**config.mk**
```make
export PLATFORM = sky130hd
export DESIGN_NAME = hex_display_scanner
export DESIGN_NICKNAME = d
export VERILOG_FILES = /design/src/rtl/seg7_pkg.sv /design/src/rtl/hex_to_seg7.sv /design/src/rtl/hex_display_scanner.sv
export SDC_FILE = /design/constraint.sdc
export NUM_CORES = 1
export LEC_CHECK = 0
export ABC_AREA = 1
export CORE_MARGIN = 2
export CORE_UTILIZATION = 55
export DETAILED_ROUTE_END_ITERATION = 16
export PLACE_DENSITY_LB_ADDON = 0.08
export SKIP_LAST_GASP = 1
export SLEW_MARGIN = 40
export SYNTH_ARGS = -nofsm -noshare
export SYNTH_HDL_FRONTEND = slang
export SYNTH_HIERARCHICAL = 1
export SYNTH_SLANG_ARGS = --single-unit
```
**constraint.sdc**
```tcl
create_clock -name clk -period 3.6 [get_ports clk]
set_input_delay 0.72 -clock clk [delete_from_list [all_inputs] [get_ports clk]]
set_output_delay 0.72 -clock clk [all_outputs]
set_load 0.05 [all_outputs]
```
**src/rtl/seg7_pkg.sv**
```systemverilog
// Shared seven-segment definitions: segment width, hex glyph table and pin polarity helper.
package seg7_pkg;

    localparam int unsigned SEG_W = 7;

    // Active-high {g,f,e,d,c,b,a} glyphs for 0..F
    localparam logic [SEG_W-1:0] SEG7_HEX_LUT [16] = '{
        7'b0111111, 7'b0000110, 7'b1011011, 7'b1001111,
        7'b1100110, 7'b1101101, 7'b1111101, 7'b0000111,
        7'b1111111, 7'b1101111, 7'b1110111, 7'b1111100,
        7'b0111001, 7'b1011110, 7'b1111001, 7'b1110001
    };

    function automatic logic [SEG_W-1:0] polarity_apply(input logic [SEG_W-1:0] pattern,
                                                        input logic active_low);
        return active_low ? ~pattern : pattern;
    endfunction

endpackage

```
**src/rtl/hex_to_seg7.sv**
```systemverilog
// Combinational nibble to active-high seven-segment glyph decoder.
module hex_to_seg7
    import seg7_pkg::*;
(
    input  logic [3:0]       nibble,
    output logic [SEG_W-1:0] pattern
);

    assign pattern = SEG7_HEX_LUT[nibble];

endmodule

```
**src/rtl/hex_display_scanner.sv**
```systemverilog
// Time-multiplexed hex seven-segment scanner with frame-synchronous value update.
// Optional leading-zero suppression: define HEX_DISPLAY_LEADING_ZERO_BLANK_EN.
module hex_display_scanner
    import seg7_pkg::*;
#(
    parameter int unsigned DIGITS         = 8,
    parameter int unsigned REFRESH_DIV    = 100000,
    parameter bit          SEG_ACTIVE_LOW = 1'b1,
    parameter bit          AN_ACTIVE_LOW  = 1'b1
) (
    input  logic                  clk,
    input  logic                  rst,
    input  logic [4*DIGITS-1:0]   value_in,
    input  logic                  value_valid,
    input  logic                  blank,
    input  logic [DIGITS-1:0]     dp_in,
    output logic [SEG_W-1:0]      seg,
    output logic                  dp,
    output logic [DIGITS-1:0]     an,
    output logic                  frame_done
);

    localparam int unsigned CNT_W = (REFRESH_DIV > 1) ? $clog2(REFRESH_DIV) : 1;
    localparam int unsigned IDX_W = (DIGITS > 1) ? $clog2(DIGITS) : 1;
    localparam logic [CNT_W-1:0]  CNT_LAST = CNT_W'(REFRESH_DIV - 1);
    localparam logic [IDX_W-1:0]  IDX_LAST = IDX_W'(DIGITS - 1);
    localparam logic [SEG_W-1:0]  SEG_OFF  = polarity_apply({SEG_W{1'b0}}, SEG_ACTIVE_LOW);
    localparam logic              DP_OFF   = SEG_ACTIVE_LOW;
    localparam logic [DIGITS-1:0] AN_OFF   = {DIGITS{AN_ACTIVE_LOW}};

    logic [CNT_W-1:0]    cnt_q, cnt_d;
    logic [IDX_W-1:0]    idx_q, idx_d;
    logic [4*DIGITS-1:0] pending_q, active_q, active_d;
    logic                tick, wrap;
    logic [3:0]          nibble;
    logic                dp_sel, shown;
    logic [DIGITS-1:0]   an_onehot;
    logic [SEG_W-1:0]    pattern;
    logic [SEG_W-1:0]    seg_d;
    logic                dp_d;
    logic [DIGITS-1:0]   an_d;

    always_comb begin
        tick     = (cnt_q == CNT_LAST);
        wrap     = tick && (idx_q == IDX_LAST);
        cnt_d    = tick ? '0 : cnt_q + 1'b1;
        idx_d    = idx_q;
        if (tick) begin
            idx_d = (idx_q == IDX_LAST) ? '0 : idx_q + 1'b1;
        end
        // A load landing on the wrap cycle bypasses pending so it shows next frame
        active_d = active_q;
        if (wrap) begin
            active_d = value_valid ? value_in : pending_q;
        end
    end

    always_comb begin
        nibble    = '0;
        dp_sel    = 1'b0;
        an_onehot = '0;
        for (int k = 0; k < DIGITS; k++) begin
            if (idx_q == IDX_W'(k)) begin
                nibble       = active_q[4*k +: 4];
                dp_sel       = dp_in[k];
                an_onehot[k] = 1'b1;
            end
        end
    end

`ifdef HEX_DISPLAY_LEADING_ZERO_BLANK_EN
    logic [IDX_W-1:0] msn;

    always_comb begin
        msn = '0;
        for (int k = 0; k < DIGITS; k++) begin
            if (active_q[4*k +: 4] != 4'h0) begin
                msn = IDX_W'(k);
            end
        end
        shown = (idx_q <= msn);
    end
`else
    assign shown = 1'b1;
`endif

    hex_to_seg7 u_hex_to_seg7 (
        .nibble  (nibble),
        .pattern (pattern)
    );

    always_comb begin
        seg_d = shown ? polarity_apply(pattern, SEG_ACTIVE_LOW) : SEG_OFF;
        dp_d  = dp_sel ^ SEG_ACTIVE_LOW;
        an_d  = blank ? AN_OFF : (an_onehot ^ AN_OFF);
    end

    always_ff @(posedge clk or negedge rst) begin
        if (!rst) begin
            cnt_q      <= '0;
            idx_q      <= '0;
            pending_q  <= '0;
            active_q   <= '0;
            seg        <= SEG_OFF;
            dp         <= DP_OFF;
            an         <= AN_OFF;
            frame_done <= 1'b0;
        end else begin
            cnt_q      <= cnt_d;
            idx_q      <= idx_d;
            active_q   <= active_d;
            if (value_valid) begin
                pending_q <= value_in;
            end
            seg        <= seg_d;
            dp         <= dp_d;
            an         <= an_d;
            frame_done <= wrap;
        end
    end

endmodule

```
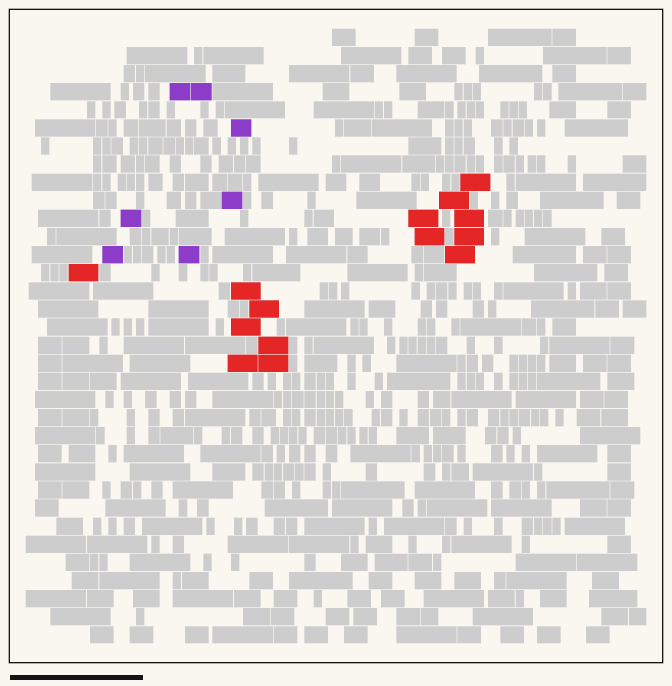
Fig. 1. Selected gate families (run 1).
Bar = 20 um.
legend:
  xor and xnor cells:
    colour: purple
    cells: 7
  fa/ha/maj cells:
    colour: red
    cells: 14
    where: centre
logic share of the area: 0.332
dominant logic cell type in the layout: nand2_1
Layout Cells excl Fill: 708

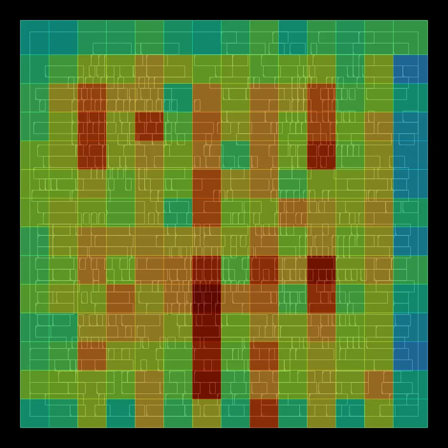
Fig. 2. Congestion heat map (run 1).
Tot GR Track Use: 0.214
routing usage on met3: 0.0515
routed wire length per instance: 13.5 um
Util after Layout: 0.661

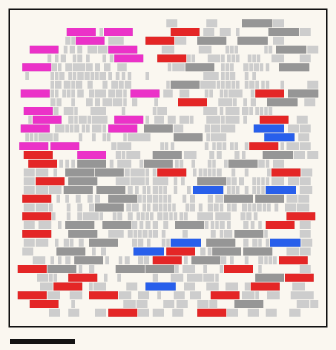
Fig. 3. Register map, names as in the netlist (run 1).
Bar = 20 um. Other sequential cells in the stronger grey, the rest of the logic in the fainter grey.
legend:
  pending_q:
    colour: red
    placed_flops: 32
    where: widely spread
  an:
    colour: blue
    placed_flops: 8
  cnt_q:
    colour: magenta
    placed_flops: 17
flop share of the area: 0.446
Flop+latch power: 0.00118 W
Storage cell area: 2550 um2

## run 1: Yosys cell counts, drive strengths merged
master and count:
a21oi 11, a31oi 1, buf 13, clkbuf 3
clkinv 1, dfrtp 85, dfstp 16, ha 14
inv 78, mux2 32, nand2 154, nand3 25
nand3b 1, nand4 8, nor2 20, nor3 9
nor4 4, o21ai 53, or2 1, xor2 7
## run 1: path summary, 6_finish.rpt
kind                           from           end  slack, ns  cells past startpoint
max                        idx_q[2]        seg[3]       0.80                     18
max in group asynchronous       rst         an[2]       2.51                      2
min reg2reg                cnt_q[0]      cnt_q[0]       0.47                      1
min                             rst  active_q[20]       0.37                      1
min in group clk           cnt_q[0]      cnt_q[0]       0.47                      1
max reg2reg                idx_q[2]        seg[3]       0.80                     18
## run 1: state kept, by name (all words and copies together), names as in the netlist
name / cells
active_q: 32
pending_q: 32
cnt_q: 17
an: 8
seg: 7
idx_q: 3
dp: 1
frame_done: 1
## run 1: worst max-delay path, stage by stage, from the launching register on
cell and delay (ns):
dfrtp_1 0.45, clkinv_1 0.25, ha_1 0.36, inv_1 0.14, o21ai_0 0.10, inv_1 0.06, nand2_1 0.05, nand2_1 0.06
nand2_1 0.05, nand2_1 0.07, nand2_1 0.05, a21oi_1 0.32, inv_1 0.16, ha_1 0.31, nand2_1 0.08, o21ai_0 0.09
nand2_1 0.07, nand2_1 0.05, inv_1 0.05
## run 1: cell type report
class | count | area (um2)
fill | 720 | 2930
sequential | 101 | 2550
multi-input combinational | 340 | 1890
timing repair buffer | 64 | 641
inverter | 79 | 297
clock buffer | 12 | 165
tap | 108 | 135
clock inverter | 4 | 30.0
## run 1: layer usage
metal	global-route usage	vias to the layer above	share of wire
met1	0.291	1739	0.45
met5	0	-	0
met4	0.0609	0	0.014
li1	-	1812	-
met2	0.348	88	0.48
met3	0.0515	13	0.050
==> results.yml, run 1 <==
# physical design summary
grt:
  grt_max_degree: 54
  grt_overflow: 0
clock_network:
  htree_levels: 3
  cts-root-buf: "clkbuf_8"
  path_clk_slew_ns: 0.10
  cts_hold_buf: 0
  cts_tree: "yes"
final_layout:
  area_growth_syn_to_layout_pct: 17.6
  layout-drive-gt1-share: 0.135
  n_antenna_cell: 0
  lay_top_cells: "151 x nand2_1, 85 x dfrtp_1, 76 x inv_1"
power_and_ir_drop:
  p_sw_w: 0.000465
  p_sw_frac: 0.230
  p_leak_nw: 2.64
  ir_drop_uv: 214
  comb_power_w: 0.000140
  internal_power_w: 0.00156
  power_frac_comb: 0.069
  maxPowerGroup: "registers"
  power.density_nw_per_um2: 355
synth:
  top_cells_by_area: "dfrtp_1 44%, nand2_1 12%, dfstp_2 8.7%, mux2_2 6.7%, inv_1 5.9%"
  ys_area_um2: 4860
  yosysWarnings: 6
  avgSynthCellArea_um2: 9.06
  xor_area_frac: 0.0126
  simple_gate_share: 0.195
  fa_ha_area_frac: 0.0361
  synthAoiAreaFrac: 0.0719
  synth_cells: 536
critical_path:
  arrival_ns: 3.13
  cp.required_ns: 3.93
  worst_setup_path_start_kind: "flop"
  cp_max_fo: 8
final_timing:
  min_period_ns: 2.80
  hold_viol: 0
  worst_slew_pin_slew_ns: 0.664
  rsz0062_at_grt: "false"
  tns_ns: 0
  worst_slack_ns: 0.799
  slew_viol_final: 0
  hold_ws_ns: 0.366
placed_design:
  preCtsSetupSlack_ns: 0.849
  globalplace.congestion: 0.969
  placed_cell_area_um2: 5510
drt:
  dr_total_vias: 3652
  firstDrtPassIters: 4
  drt-total-wl_um: 9550
  first_iter_violations: 148
  ant_nets: 0
die:
  fp.dieW_um: 98.0
  ios: 61
job:
  warnings: 36
  drv_cap: 0
status:
  outcome: "completed"
--- run 2 (diff from run 1) ---
==> constraint.sdc (replaced) <==
create_clock -name clk -period 2.6 [get_ports clk]
set_input_delay 0.52 -clock clk [delete_from_list [all_inputs] [get_ports clk]]
set_output_delay 0.52 -clock clk [all_outputs]
set_load 0.05 [all_outputs]
==> run 2 against run 1 <==
Compared with the run above:
- via count grew 0.25%
- die area unchanged
- clock skew down 0.0016 ns
- combinational power is about 40% higher
- first-iteration DRC count rose by 30%
- sequential power up 39%
- highest routed layer unchanged
- routed wire length up 2.7%
- global-route usage rose by 0.75 points
- synthesized cell count unchanged
- register-to-register slack got worse by 0.51 ns
- critical path depth is the same
==> results.yml, run 2 <==
# physical design summary
synth:
  synth_area_um2: 4860
  yosys.area.top_type_share: 0.438
  synth_cells: 536
  synth-async-reset-ratio: 1.00
  edf_count: 0
  ys_cells: 536
  synthMostInstantiatedCell: "nand2_1"
  largest_area_cell: "dfrtp_1"
  common_cells: "151 x nand2_1, 85 x dfrtp_1, 76 x inv_1"
  yosysWarnings: 6
  top_cells_by_area: "dfrtp_1 44%, nand2_1 12%, dfstp_2 8.7%, mux2_2 6.7%, inv_1 5.9%"
  avgSynthCellArea_um2: 9.06
  ys.flop_type: "dfrtp_1"
  ys_area_um2: 4860
final_layout:
  top_regs: "active_q (32), pending_q (32), cnt_q (17)"
  lay_top_cells: "151 x nand2_1, 84 x dfrtp_1, 74 x inv_1"
  logic_area_um2: 1910
  layout-drive-gt1-share: 0.155
  n_fill_cell: 716
  n_antenna_cell: 0
  area_growth_syn_to_layout_pct: 19.1
  final_common_cell: "nand2_1"
worst_hold_path:
  hp-class: "in -> async"
placed_design:
  placed_cell_area_um2: 5580
  preCtsSetupSlack_ns: 0.262
  globalplace.congestion: 0.909
  numPlacedInstances: 699
  dpl.hpwl_um: 7170
status:
  outcome: "completed"
grt:
  use_met3: 0.0329
  met1_usage: 0.312
  top_usage_layer: "met2"
  grt_max_degree: 50
  grt_usage: 0.222
  grt_overflow: 0
  antenna_found_initial: 0
  grt_pass1_wl_um: 17300
  grtUsageMet2: 0.364
  first_global_vias: 3701
critical_path:
  cp.required_ns: 2.91
  arrival_ns: 2.63
  worst_setup_path_start_kind: "flop"
  cp_max_fo: 5
  r2r_setup_slack_ns: 0.29
drt:
  firstDrtPassIters: 4
  drt-total-wl_um: 9810
  detail_route.wl_per_cell_um: 13.7
  first_iter_violations: 192
  dr_total_vias: 3661
  ant_nets: 0
  highest_layer: "met4"
  routed_via_density: 5.12
  wl_met1_um: 4670
  wl_met2_um: 4660
  met3_length_um: 383
final_timing:
  max_freq_mhz: 432
  min_period_ns: 2.31
  tns_ns: 0
  slew_viol_final: 0
  skew_ns: 0.0138
  rsz0062_at_grt: "false"
  fin_crit_sh: 0.890
  worst_slew_pin_slew_ns: 0.644
  setup_viol: 0
  hold_ws_ns: 0.171
  worst_slack_ns: 0.286
  relSlewSlack: 0.571
  hold_viol: 0
die:
  fp_util: 0.562
  fp.dieW_um: 98.0
  ios: 61
  core_um2: 8640
clock_network:
  cts-root-buf: "clkbuf_8"
  cts_hold_buf: 0
  path_clk_slew_ns: 0.09
  cts_tree: "yes"
  cts_sinks: 101
  htree_levels: 3
power_and_ir_drop:
  total_power_w: 0.00281
  ir_drop_uv: 261
  p_leak_nw: 2.66
  power.density_nw_per_um2: 485
job:
  warnings: 36
  drv_cap: 0
-- run 2: cell counts after synthesis --
No cell type changed its count.
-- run 2: cell type report --
type | instances | share of cell area
repair buffers | 71 | 0.122
well taps | 108 | 0.0234
multi-input cells | 340 | 0.330
clock buffers | 10 | 0.0221
clock inverters | 6 | 0.0110
flip-flops and latches | 101 | 0.441
inverters | 79 | 0.0513
-- run 2: worst paths after layout --
path	startpoint	end	cells after the start
max in group asynchronous	rst	pending_q[8]	2
setup / recovery	idx_q[0]	seg[3]	18
setup reg to reg	idx_q[0]	seg[3]	18
min in group clk	cnt_q[0]	cnt_q[0]	1
hold / removal	rst	pending_q[18]	1
hold reg to reg	cnt_q[0]	cnt_q[0]	1
-- run 2: logic make-up after synthesis --
logic type,synth area share
simple gates,0.195
flops,0.525
buf+inv,0.0853
compound gates,0.0719
mux,0.0742
fa+ha+maj,0.0361
xor+xnor,0.0126
-- run 2: report_power, final --
group          switching (W)  leakage (nW)  internal [W]
logic              0.0000855          1.47      0.000110
registers          0.0000130          1.10       0.00162
clock network       0.000532        0.0923      0.000444
total               0.000630          2.66       0.00218
-- run 2: worst max-delay path: stages (launching register included) --
cell and delay, ns:
dfrtp_1 0.41, ha_1 0.23, ha_1 0.20, inv_1 0.10, o21ai_0 0.09, inv_1 0.05
nand2_1 0.05, nand2_1 0.05, nand2_1 0.04, nand2_1 0.07, nand2_1 0.07, a21oi_2 0.18
inv_2 0.08, ha_1 0.31, nand2_1 0.09, o21ai_0 0.09, nand2_1 0.07, nand2_1 0.05
inv_1 0.04
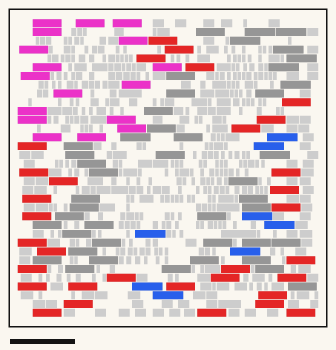
Fig. 4. Register map, names as in the netlist (run 2).
Bar = 20 um. Other sequential cells in the stronger grey, the rest of the logic in the fainter grey.
legend:
  an:
    colour: blue
    placed_flops: 8
  pending_q:
    colour: red
    placed_flops: 32
    where: widely spread
  cnt_q:
    colour: magenta
    placed_flops: 17
    where: upper left
not coloured: 44
Storage cell area: 2550 um2
Util after Layout: 0.670

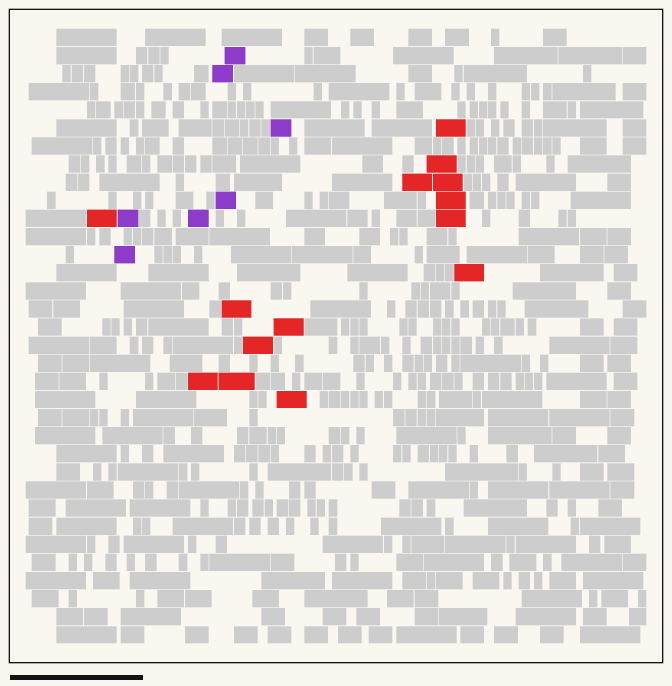
Fig. 5. Selected gate families (run 2).
Bar = 20 um.
legend:
  fa/ha/maj cells:
    colour: red
    cells: 14
  xor and xnor cells:
    colour: purple
    cells: 7
Layout Cells excl Fill: 715
logic share of the area: 0.330

--- run 3 (diff from run 2) ---
--- a/config.mk
+++ b/config.mk
@@ -11,7 +11,7 @@
 export DETAILED_ROUTE_END_ITERATION = 16
 export PLACE_DENSITY_LB_ADDON = 0.08
 export SKIP_LAST_GASP = 1
-export SLEW_MARGIN = 40
+export SLEW_MARGIN = 20
 export SYNTH_ARGS = -nofsm -noshare
 export SYNTH_HDL_FRONTEND = slang
 export SYNTH_HIERARCHICAL = 1
==> run 3 against run 2 <==
Compared with the run above:
- critical path depth unchanged
- hold slack unchanged
- count of clock-buffer cells in the layout unchanged
- critical endpoint unchanged
==> results.yml, run 3 <==
# physical design summary
critical_path:
  cp.required_ns: 2.91
  worst_setup_path_start_kind: "flop"
  critical_path.most_common_cell: "nand2_1"
  r2r_setup_slack_ns: 0.29
  critPathMaxStageDelay_ns: 0.41
  cp_cell_sequence: "ha_1, ha_1, inv_1, o21ai_0, inv_1, nand2_1, nand2_1, nand2_1, nand2_1, nand2_1, a21oi_2, inv_2, ha_1, nand2_1, o21ai_0, nand2_1, nand2_1, inv_1"
  crit_family: "adder cells"
  reg2reg_from: "idx_q[0]"
  cp_max_fo: 5
  startpoint: "idx_q[0]"
  slowest_stage: "dfrtp_1"
drt:
  wl_met1_um: 4670
  detail_route.wl_per_cell_um: 13.7
  firstDrtPassIters: 4
  dr_total_vias: 3661
  first_iter_violations: 192
  highest_layer: "met4"
  ant_nets: 0
  met3_length_um: 383
  drt-total-wl_um: 9810
  routed_via_density: 5.12
  wl_met2_um: 4660
final_layout:
  lay_top_cells: "151 x nand2_1, 84 x dfrtp_1, 74 x inv_1"
  n_antenna_cell: 0
  area_growth_syn_to_layout_pct: 19.1
  n_fill_cell: 716
  top_regs: "active_q (32), pending_q (32), cnt_q (17)"
  layout-drive-gt1-share: 0.155
  flop_area_um2: 2550
  logic_area_um2: 1910
  final_common_cell: "nand2_1"
synth:
  common_cells: "151 x nand2_1, 85 x dfrtp_1, 76 x inv_1"
  ys.flop_type: "dfrtp_1"
  yosysWarnings: 6
  top_cells_by_area: "dfrtp_1 44%, nand2_1 12%, dfstp_2 8.7%, mux2_2 6.7%, inv_1 5.9%"
  largest_area_cell: "dfrtp_1"
  synth-async-reset-ratio: 1.00
  avgSynthCellArea_um2: 9.06
  edf_count: 0
  ys_area_um2: 4860
grt:
  antenna_found_initial: 0
  grtUsageMet2: 0.364
  grt_max_degree: 50
  met1_usage: 0.312
  grt_usage: 0.222
  first_global_vias: 3701
  use_met3: 0.0329
  top_usage_layer: "met2"
  grt_pass1_wl_um: 17300
power_and_ir_drop:
  p_leak_nw: 2.66
final_timing:
  max_freq_mhz: 432
  rsz0062_at_grt: "false"
  setup_viol: 0
  tns_ns: 0
  worst_slack_ns: 0.286
  slew_viol_final: 0
  fin_crit_sh: 0.890
  skew_ns: 0.0138
  hold_viol: 0
die:
  core_um2: 8640
  fp.dieW_um: 98.0
placed_design:
  preCtsSetupSlack_ns: 0.262
  dpl.hpwl_um: 7170
worst_hold_path:
  hp-class: "in -> async"
clock_network:
  htree_levels: 3
  cts_sinks: 101
  path_clk_slew_ns: 0.09
  cts_hold_buf: 0
  cts_tree: "yes"
status:
  outcome: "completed"
job:
  warnings: 36
  drv_cap: 0
==> run 3: cell counts after synthesis <==
Identical to the previous run, type by type.
==> run 3: kinds of logic (layout without fill, tap and decap cells) <==
| group | Yosys count | count (layout) | synth area share |
|---|---|---|---|
| AND/OR/NAND/NOR | 222 | 222 | 0.195 |
| XOR/XNOR | 7 | 7 | 0.0126 |
| multiplexers | 32 | 32 | 0.0742 |
| AND-OR/OR-AND | 65 | 65 | 0.0719 |
| adder cells (fa/ha/maj) | 14 | 14 | 0.0361 |
| flip-flops | 101 | 101 | 0.525 |
| buffers and inverters | 95 | 166 | 0.0853 |
==> run 3: how the worst max path moves through the flow <==
stage          cells after the start     end  slack [ns]
6_report                          18  seg[3]        0.29
2_1_floorplan                     14  seg[3]        0.02
4_1_cts                           19  seg[3]        0.16
3_3_place_gp                      18  seg[3]        0.34
3_5_place_dp                      19  seg[3]        0.26
5_1_grt                           18  seg[3]        0.02
==> run 3: stage by stage <==
stage	instance area [um2]	hold WS [ns]	util	cells	total power, W
after floorplan	4860	0.224	-	536	0.00174
after global placement	5580	0.446	0.646	699	0.00186
after detailed placement	5580	0.458	0.646	699	0.00187
after CTS	5770	0.186	0.668	715	0.00284
after global routing	5780	0.220	0.670	715	0.00292
final	5780	0.171	0.670	715	0.00281
==> run 3: area by class of cell <==
cell class                 count  share of cell area
sequential                   101               0.441
multi-input combinational    340               0.330
timing repair buffer          71               0.122
inverter                      79              0.0513
tap                          108              0.0234
clock buffer                  10              0.0221
clock inverter                 6              0.0110
==> run 3: report_power, final <==
part / total, W / internal [W] / leakage [nW] / switching [W]
clock: 0.000976 / 0.000444 / 0.0923 / 0.000532
sequential: 0.00164 / 0.00162 / 1.10 / 0.0000130
combinational: 0.000196 / 0.000110 / 1.47 / 0.0000855
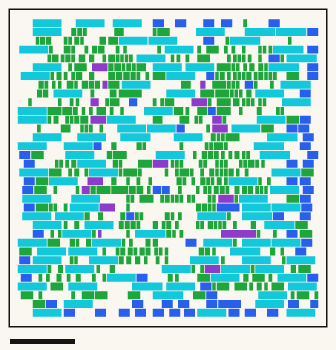
Fig. 6. Cells coloured by class (run 3).
Bar = 20 um.
legend:
  remaining logic cells:
    colour: green
    cells: 419
    share_of_their_area: 39%
  remaining buffers and delay cells:
    colour: blue
    cells: 71
    share_of_their_area: 12%
  clock drivers and dummy loads:
    colour: purple
    cells: 16
    share_of_their_area: 3.4%
  sequential cells:
    colour: cyan
    cells: 101
    share_of_their_area: 45%
final instance area: 5780 um2
Site Rows: 34

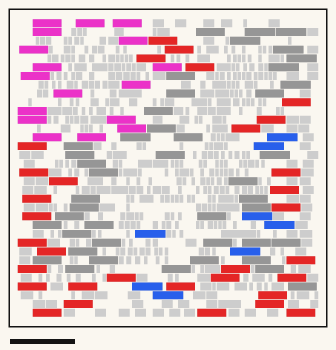
Fig. 7. Register map, names as in the netlist (run 3).
Bar = 20 um. Other sequential cells in the stronger grey, the rest of the logic in the fainter grey.
legend:
  cnt_q:
    colour: magenta
    placed_flops: 17
    where: upper left
  an:
    colour: blue
    placed_flops: 8
  pending_q:
    colour: red
    placed_flops: 32
    where: widely spread
flop share of the area: 0.441
Flop+latch power: 0.00164 W

Power and IR drop assume default switching activity.
